Design ula_multiciclo, sky130hd; sources not shown.
Run 1, power grid:
Pins as bars on the die edge. Tap cells in grey.
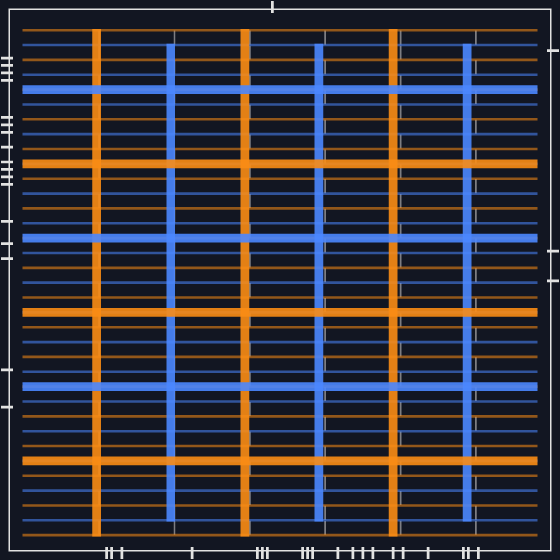
VDD: shown in blue. VSS: shown in orange.
6 straps on met5. 41 signal pins sit on the boundary. 108 tap cells. 35 met1 rails follow the rows.
Die Ht: 98.9 um
Peak VDD IR: 202 uV

Run 1, routed clock nets over the placement:
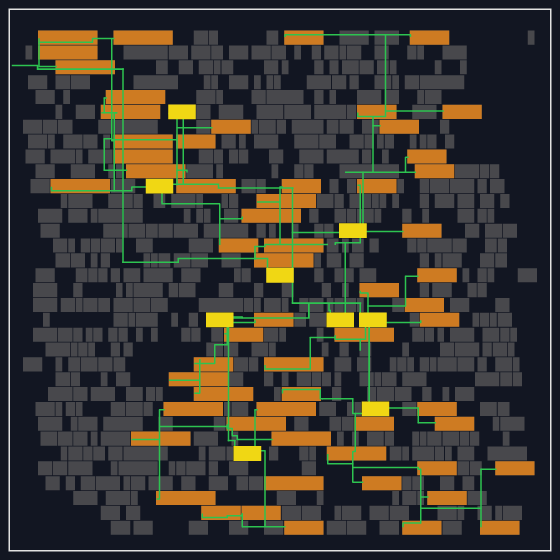
clock wires: shown in green, length 864 um. clock-net drivers: shown in yellow, count 9. flip-flops: shown in orange, count 60.
There are 10 routed clock nets.
worst clock skew: 0.0180 ns
Power Clock: 731 uW
clk latency late pin: 0.35 ns
Clock power frac: 31.4%

Run 1, the metal 2 layer:
Bar = 20 um.
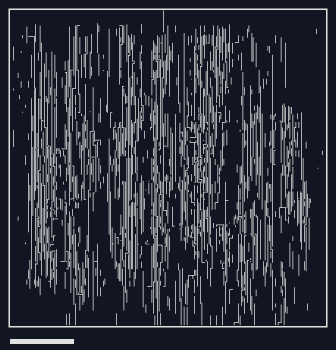
The longest straight run is 61.9 um. The layer carries 6050 um of wire.
vias post-DR: 4083
M2 GR Usage: 44.1%

Run 1, cells coloured by class:
Bar = 20 um. Fill, decap, tap and diode cells in grey.
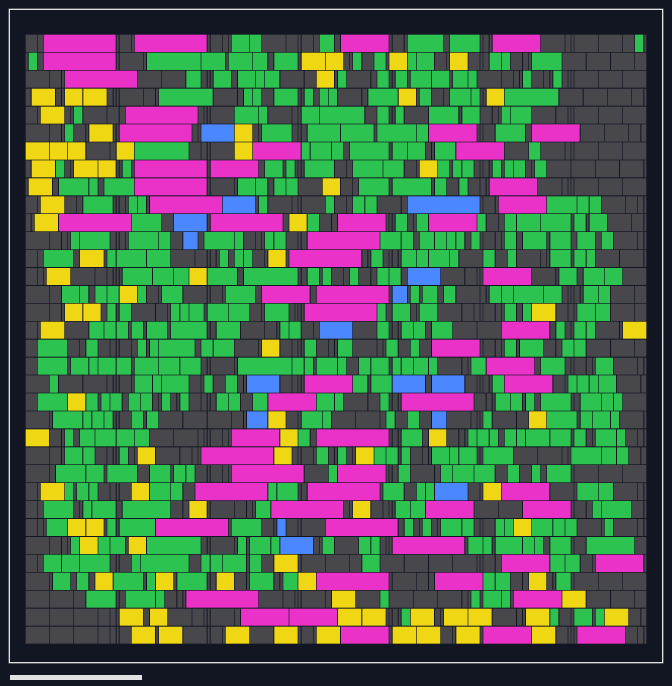
registers: shown in magenta, cells 60, share of their area 27%. clock drivers and dummy loads: shown in blue, cells 16, share of their area 3.7%. remaining logic cells: shown in green, cells 431, share of their area 55%. remaining buffers and delay cells: shown in yellow, cells 83, share of their area 13%.
post-layout instance area: 5500 um^2
core footprint: 8720 um^2

==> changes_impl.md, run 1 <==
## Flow update

- Logic area: 2820 um^2
- Power in sequential cells: 940 uW
- Area growth syn-to-layout: 22.1%
- Pre-CTS worst setup slack: -0.0859 ns
- CP Launch Type: register
- Synth Area in XOR/XNOR: 3.50%
- Reg power frac: 40.4%
- Mean Syn Cell Area: 8.68 um^2
- Final hold slack: 0.463 ns
- Min-Delay Path Depth: 2
- # diodes: 0
- Root Driver: clkbuf_8
- Flop area: 1470 um^2
- Met3 Use GR: 3.97%
- Post-CTS Setup Repair Bufs: 1
- Max power group: registers
- Sequential element share of the synthesized area: 32.7%
- Post_cts resized: 1
- Top cell category: logic gates
- Final setup violation count: 0
- Comb power: 653 uW
- First-pass DRT Iterations: 5
- Post-Syn Instances: 519
- Fin crit share: 98.7%
- Outcome: completed
- Final Instance Count excl. Fillers: 698
- Predominant post-synthesis flop cell: dfxtp_1
- Main logic family after synthesis: AND-OR/OR-AND gates
- Flops: 60
- HPWL Detailed: 9720 um
- Pleak: 2.30 nW
- Post-synth regs: 60
- MaxCap Viol Count: 0
- Top Layout Cells: nand2_1 (54), o21ai_0 (46), buf_4 (45), ha_1 (42), inv_1 (41)
- FP Util: 51.6%
- Met1 wire length: 5500 um
- DR WL met2: 6050 um
- EDFF count, synth: 27
- Worst R2R Path Depth: 14
- Clock-pin slew on the worst setup and hold paths: 0.08 ns
- CTS tree: done
- Clock Sinks: 60
- Row cnt: 34
- Dpl cells: 679
- Pin count of the biggest net entering global routing: 31
- Share of flip-flops with an asynchronous set or reset: 0%
- Max Root-Sink Buffers: 2
- Final worst setup slack: 0.0412 ns
- Count of plain and timing-repair buffers: 83
- Pint: 1.59 mW
- # IOs: 41
- Total GRT Usage: 26.1%
- Non-clk buf share: 13.1%
- Hold buffers post-CTS: 0
- Worst slew pin tran: 0.731 ns
- Post-route ant nets: 0
- Combinational Gates: 390
- Kind of end point of the critical path: register
- Vias/cell: 5.85
- RSZ-0062 raised after global routing: true
- Largest stage delay on the critical path: 0.56 ns
- Uppermost layer routed: met4
- Critical path class: reg2reg
- Adder-cell share of the synthesized area: 13.4%
- Share of the synthesized area in the top cell type: 18.0%
- Switching Fraction: 31.7%
- DRT Wirelength: 12400 um
- WP buf/inv: 2
- CP Cell Sequence: mux4_2 -> nand2b_4 -> buf_4 -> nor2_1 -> ha_1 -> inv_1 -> fa_2 -> nor2b_1 -> o31a_1 -> o21ai_0 -> nand2b_1 -> xnor2_2 -> o21ai_2 -> a211o_1
- 1st-iter DRT viols: 236
- Antenna violations before repair: 0
- IO buf count: 38
- Layout fillers: 766
- Yosys cell types: 63
- Seq area share: 26.8%
- Highest net fanout along the worst path: 3
- Relative slew slack: 51.3%
- CTS buffer count: 9
- # DRC: 0
- Vias in the first global route: 3961
- Synth area leaders: edfxtp_1 (18%), dfxtp_1 (15%), ha_1 (12%)
- Switching Power: 736 uW
- Total design power: 2.32 mW
- P per Cell Area: 422 nW/um^2
- Synth warnings: 0
- Most frequent logic cell in the layout: nand2_1
- DR WL/cell: 17.8 um
- Final Hold Viols: 0
- Yosys stat cell total: 519
- Grt peak-use layer: met2
- Met1 track demand over resource: 34.5%
- Worst hold path type: reg2reg
- OpenROAD warning count: 43
- R2R setup slack: 0.04 ns
- CP max-delay cell: mux4_2
- Layout cells sized above 1: 14.2%
- Wire length of the first global-routing pass: 20100 um
- Top cell type by total area after synthesis: edfxtp_1
- Slew Viols, Final: 0
- Global route overflow: 0
- Clock network area share: 3.62%
- N_taps: 108
- Synth top cell by count: nand2_1
- Final min period: 3.06 ns
- Multiplexer share: 6.47%
- Die X: 98.9 um
- Clock buffer cells: 11
- Yosys stat area: 4500 um^2
- Util after Layout: 63.1%
- Combinational share of cell area: 51.3%
- Gpl congestion: 0.942
- Req. time, crit path: 3.32 ns
- H-tree levels: 3
- Setup Total Neg Slack: 0 ns
- Post-Place Cell Area: 5210 um^2
- Mapped Area: 4500 um^2
- Delay-heaviest family, CP: AND-OR/OR-AND gates
==> inputs of run 2 (changes only) <==
--- a/config.mk
+++ b/config.mk
@@ -5,10 +5,12 @@
 export SDC_FILE = /design/constraint.sdc
 export NUM_CORES = 1
 export LEC_CHECK = 0
+export ABC_CLOCK_PERIOD_IN_PS = 3100
 export CAP_MARGIN = 20
 export CORE_MARGIN = 2
-export CORE_UTILIZATION = 50
+export CORE_UTILIZATION = 53
 export DETAILED_ROUTE_END_ITERATION = 16
+export GPL_ROUTABILITY_DRIVEN = 0
 export PLACE_DENSITY_LB_ADDON = 0.05
 export REMOVE_ABC_BUFFERS = 1
 export SYNTH_ARGS = -nofsm -noshare
==> run 2 against run 1 <==
Routed wire length decreased by 3.9%. Cell count decreased by 1.6%. Via count decreased by 1.3%. Clock skew decreased by 0.0056 ns. Combinational power decreased by 4.4%. Design area decreased by 2.8%. Critical path depth decreased by 2. Non-clock buffer count decreased by 8. First-iteration DRC count decreased by 7.6%. Register-to-register slack improved by 0.14 ns. Synthesized area unchanged. Fmax increased by 4.8%.
==> changes_impl.md, run 2 <==
## Flow update

- Combinational share of cell area: 51.9%
- Clock buffer cells: 13
- Clk latency late pin: 0.34 ns
- H-tree levels: 3
- Antenna violations before repair: 0
- HPWL Detailed: 9370 um
- Synth warnings: 0
- Worst slew pin tran: 0.727 ns
- Vias post-DR: 4031
- Post-Syn Instances: 519
- Synth top cell by count: nand2_1
- DR WL/cell: 17.4 um
- Grt peak-use layer: met2
- Total GRT Usage: 27.4%
- Clock-pin slew on the worst setup and hold paths: 0.07 ns
- CTS tree: done
- Share of the synthesized area in the top cell type: 18.0%
- First-pass DRT Iterations: 5
- DRT Wirelength: 12000 um
- Met1 wire length: 5170 um
- Synth Area in XOR/XNOR: 3.50%
- Pleak: 2.21 nW
- Adder-cell share of the synthesized area: 13.4%
- Total design power: 2.15 mW
- CTS buffer count: 9
- Critical path class: reg2reg
- EDFF count, synth: 27
- P per Cell Area: 401 nW/um^2
- RSZ-0062 raised after global routing: false
- Uppermost layer routed: met4
- Final hold slack: 0.468 ns
- # IOs: 41
- Most frequent logic cell in the layout: nand2_1
- Vias/cell: 5.87
- 1st-iter DRT viols: 218
- Yosys cell types: 63
- CP Cell Sequence: mux4_2 -> nand2b_4 -> a21boi_2 -> nor2_1 -> ha_1 -> nand3_1 -> o2111ai_1 -> a21o_1 -> a21oi_1 -> xor2_1 -> xor2_1 -> o221ai_1
- Relative slew slack: 51.5%
- Slew Viols, Final: 0
- Min-Delay Path Depth: 2
- Reg power frac: 43.9%
- Main logic family after synthesis: AND-OR/OR-AND gates
- IO buf count: 38
- OpenROAD warning count: 42
- Wire length of the first global-routing pass: 18800 um
- Logic area: 2780 um^2
- Root Driver: clkbuf_8
- Switching Power: 684 uW
- Flops: 60
- Count of plain and timing-repair buffers: 75
- Mapped Area: 4500 um^2
- Clock Sinks: 60
- Top cell type by total area after synthesis: edfxtp_1
- Max Root-Sink Buffers: 2
- Area growth syn-to-layout: 18.7%
- Top cell category: logic gates
- Setup Total Neg Slack: 0 ns
- Final min period: 2.92 ns
- Flop area: 1470 um^2
- Row cnt: 33
- Dpl cells: 671
- Post-route ant nets: 0
- Post-synth regs: 60
- Outcome: completed
- Highest net fanout along the worst path: 5
- Power Clock: 581 uW
- Synth area leaders: edfxtp_1 (18%), dfxtp_1 (15%), ha_1 (12%)
- Final worst setup slack: 0.182 ns
- Final Hold Viols: 0
- Comb power: 624 uW
Run 2, placement view:
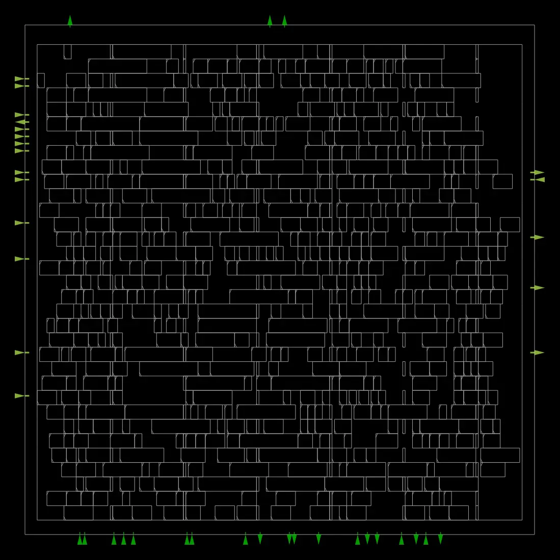
Final Instance Count excl. Fillers: 687
Util after Layout: 65.0%
Seq area share: 27.5%
n_taps: 105
core footprint: 8220 um^2

Run 2, power grid:
Pins as bars on the die edge. Tap cells in grey.
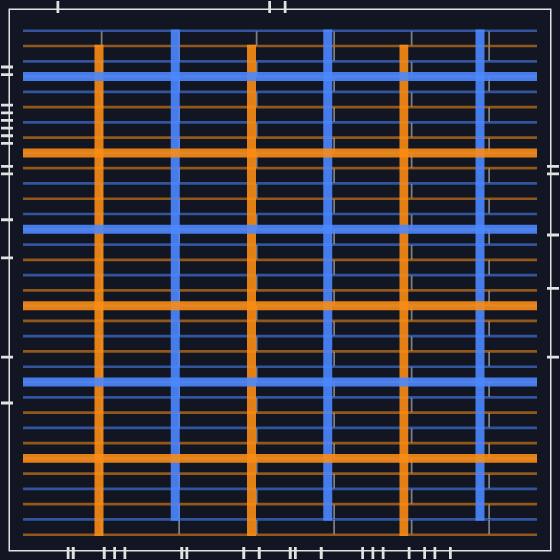
VDD: shown in blue. VSS: shown in orange.
105 tap cells. The core has 33 rows. 6 straps on met5. 6 straps on met4. 34 met1 rails follow the rows.
Die Ht: 96.2 um
Die X: 96.2 um
Peak VDD IR: 215 uV

Power figures rest on the tool's default switching activity, not on a simulated workload.
